Design rgb_led_pwm_flat, sky130hd; sources not shown.
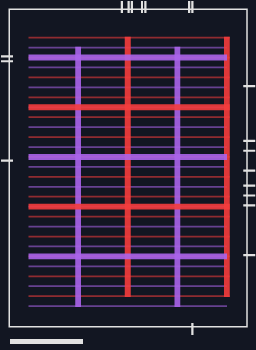
power_grid.png
Scale bar: 20 microns. Pins as bars on the die edge.
net	color
VSS	purple
VDD	red
met5 straps	5
signal pins	19
rows	27
met4 straps	4
Vert. Die Dim: 86.4 microns
IR Drop Worst-Case VDD: 0.760 mV
horizontal die dimension: 64.6 microns
area inside the core boundary: 0.00399 sq mm

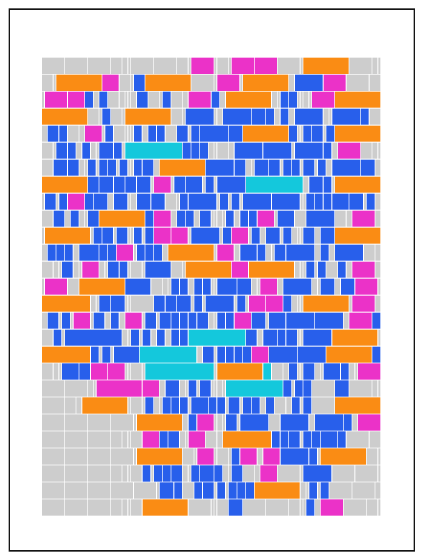
placement_by_type.png
Fill, decap, tap and diode cells in gray.
class	color	cells
clock drivers and dummy loads	cyan	7
combinational and other logic	blue	262
remaining buffers and delay cells	magenta	50
sequential cells	orange	34
fraction of area in registers: 0.244
Rows: 27
share of the core filled with cells: 0.702

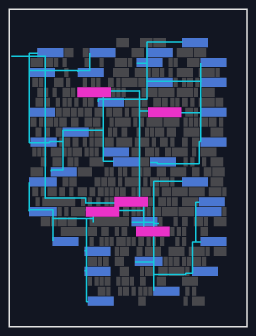
clk_routes.png
[flip-flops] blue | count: 34
[clock wires] cyan | length: 504 microns
[clock drivers] magenta | count: 5
flops lie	spread over the die
power in the clock group: 1.07 mW
Clock Power Share: 0.463
latest clock arrival within the worst-skew pair: 0.28 ns

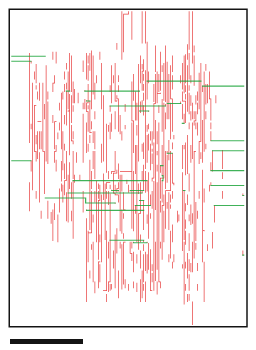
wires.png
Scale bar: 20 microns. Two of the layers only.
layer	color	wire length
metal 3	green	233 microns
metal 2	red	2660 microns
via total after detailed routing: 2040
combined global-route utilization of all metal layers: 0.190
wirelength, routed: 5070 microns
post-detailed-route wirelength per cell: 12.8 microns

==> flow_metrics.py <==
# Metrics from the implementation run
metrics = {
    "setup_path": {
        "crit_path_top_delay_cell": "dfxtp_2",
        "delay_of_the_slowest_critical_path_stage_ns": 0.35,
        "worstPathCellList": "ha_4 > nand2_2 > nor2_2 > nand2_2 > o21ai_2 > nand2_2 > inv_4 > inv_4 > a211oi_2",
        "timing.critical_path.mode_cell": "nand2_2",
        "worst-setup-path-type": "reg -> reg",
        "setup.worst_path.end_class": "flop",
    },
    "global_route": {
        "first_global_vias": 1922,
        "grt.overflow.total": 0,
        "maximum_number_of_pins_on_one_net_before_global_route_repair": 20,
        "wire_length_of_the_first_global_routing_pass_microns": 8270,
    },
    "final_layout": {
        "finalNetCount": 392,
        "largest_register_ff_count": 9,
        "final_common_cell": "nand2_1",
        "combGateArea_sq_mm": 0.00127,
        "drive_above_1_share": 0.227,
    },
    "place": {
        "numPortBuffers": 18,
        "place_ws_ns": -0.116,
    },
    "clock_network": {
        "cts_root_buffer": "clkbuf_16",
        "cts_tree": "built",
        "max_root_sink_buffers": 2,
        "path_clk_slew_ns": 0.06,
        "htreeDepth": 2,
    },
    "yosys": {
        "ys_sh_aoi": 0.113,
        "synth_area_sq_mm": 0.00209,
        "adder_share": 0.144,
        "ys_top_cells_by_area": "dfxtp_1 33%, ha_1 14%, nand2_1 13%",
        "synth_area_leader_cell": "dfxtp_1",
        "avg_inst_size_synth_sq_um": 6.96,
        "synth.top_cell.area_share": 0.326,
    },
    "run_status": {
        "status": "completed",
    },
    "flow_run": {
        "openroad.warnings": 28,
    },
    "power_and_ir_drop": {
        "total_power_draw_mw": 2.30,
    },
    "sta": {
        "finalCritPeriodShare": 0.969,
        "slew_headroom": 0.802,
        "timing.final.setup_violations": 0,
    },
    "detailed_routing": {
        "drt_first_iter_violations": 89,
    },
    "floorplanning": {
        "die-area_sq_mm": 0.00558,
        "core_util_floorplan": 0.524,
    },
}
[critical path, delay by kind of cell (launching register included)]
| kind | cells | cell delay, ns |
|---|---|---|
| compound gates | 2 | 0.34 |
| fa+ha+maj | 1 | 0.14 |
| buf+inv | 2 | 0.18 |
| flops | 1 | 0.35 |
| simple gates | 4 | 0.32 |
[cells in the mapped netlist]
cell	count
nand2_1	75
dfxtp_1	34
nand2_4	1
ha_1	24
buf_4	1
inv_2	4
nand2_2	3
inv_1	45
o21a_1	4
nor2_4	1
nor3b_1	1
nand3_1	24
clkinv_4	1
a21oi_1	18
buf_6	1
nor2_2	2
nand4_1	7
nor3_1	1
o21ai_0	4
nor2_1	34
a31oi_1	1
clkbuf_1	1
a211oi_1	12
buf_8	1
[where the power goes]
group	leakage, nW	switching (mW)	total (mW)	internal (mW)
Combinational	0.920	0.189	0.340	0.151
Sequential	0.279	0.0143	0.896	0.881
Clock	0.0773	0.347	1.07	0.720
Total	1.28	0.550	2.30	1.75
[what timing repair did]
action                                  CTS  global route
endpoints found under the setup margin   20            26
setup buffers                             1             1
hold buffers                              0             0
pin swaps                                 1             6
resized                                  11            26
[final cells by class]
| class | instances | area share |
|---|---|---|
| Clock buffer | 5 | 0.0447 |
| Clock inverter | 2 | 0.0121 |
| Inverter | 50 | 0.0724 |
| Multi-Input combinational cell | 212 | 0.453 |
| Sequential cell | 34 | 0.244 |
| Tap cell | 43 | 0.0192 |
| Timing Repair Buffer | 50 | 0.155 |
[metal layers]
layer | up-vias | GRT usage | wire (microns)
met5 | - | 0 | 0
li1 | 1074 | - | -
met4 | 0 | 0.0808 | 103
met2 | 48 | 0.358 | 2660
met1 | 909 | 0.200 | 2080
met3 | 9 | 0.0428 | 232
[per-stage QoR]
step	hold WS, ns	util	instances
6_report	0.313	0.702	396
5_1_grt	0.340	0.702	396
4_1_cts	0.316	0.680	395
3_5_place_dp	0.307	0.632	387
3_3_place_gp	0.302	0.632	387
2_1_floorplan	0.0791	-	296
[cells by family after synthesis]
group	count (synthesis)
and+or+nand+nor	149
DFF	34
AOI/OAI and AO/OA	39
buffers and inverters	54
adders and majority gates	24
Power figures rest on the tool's default switching activity, not on a simulated workload.
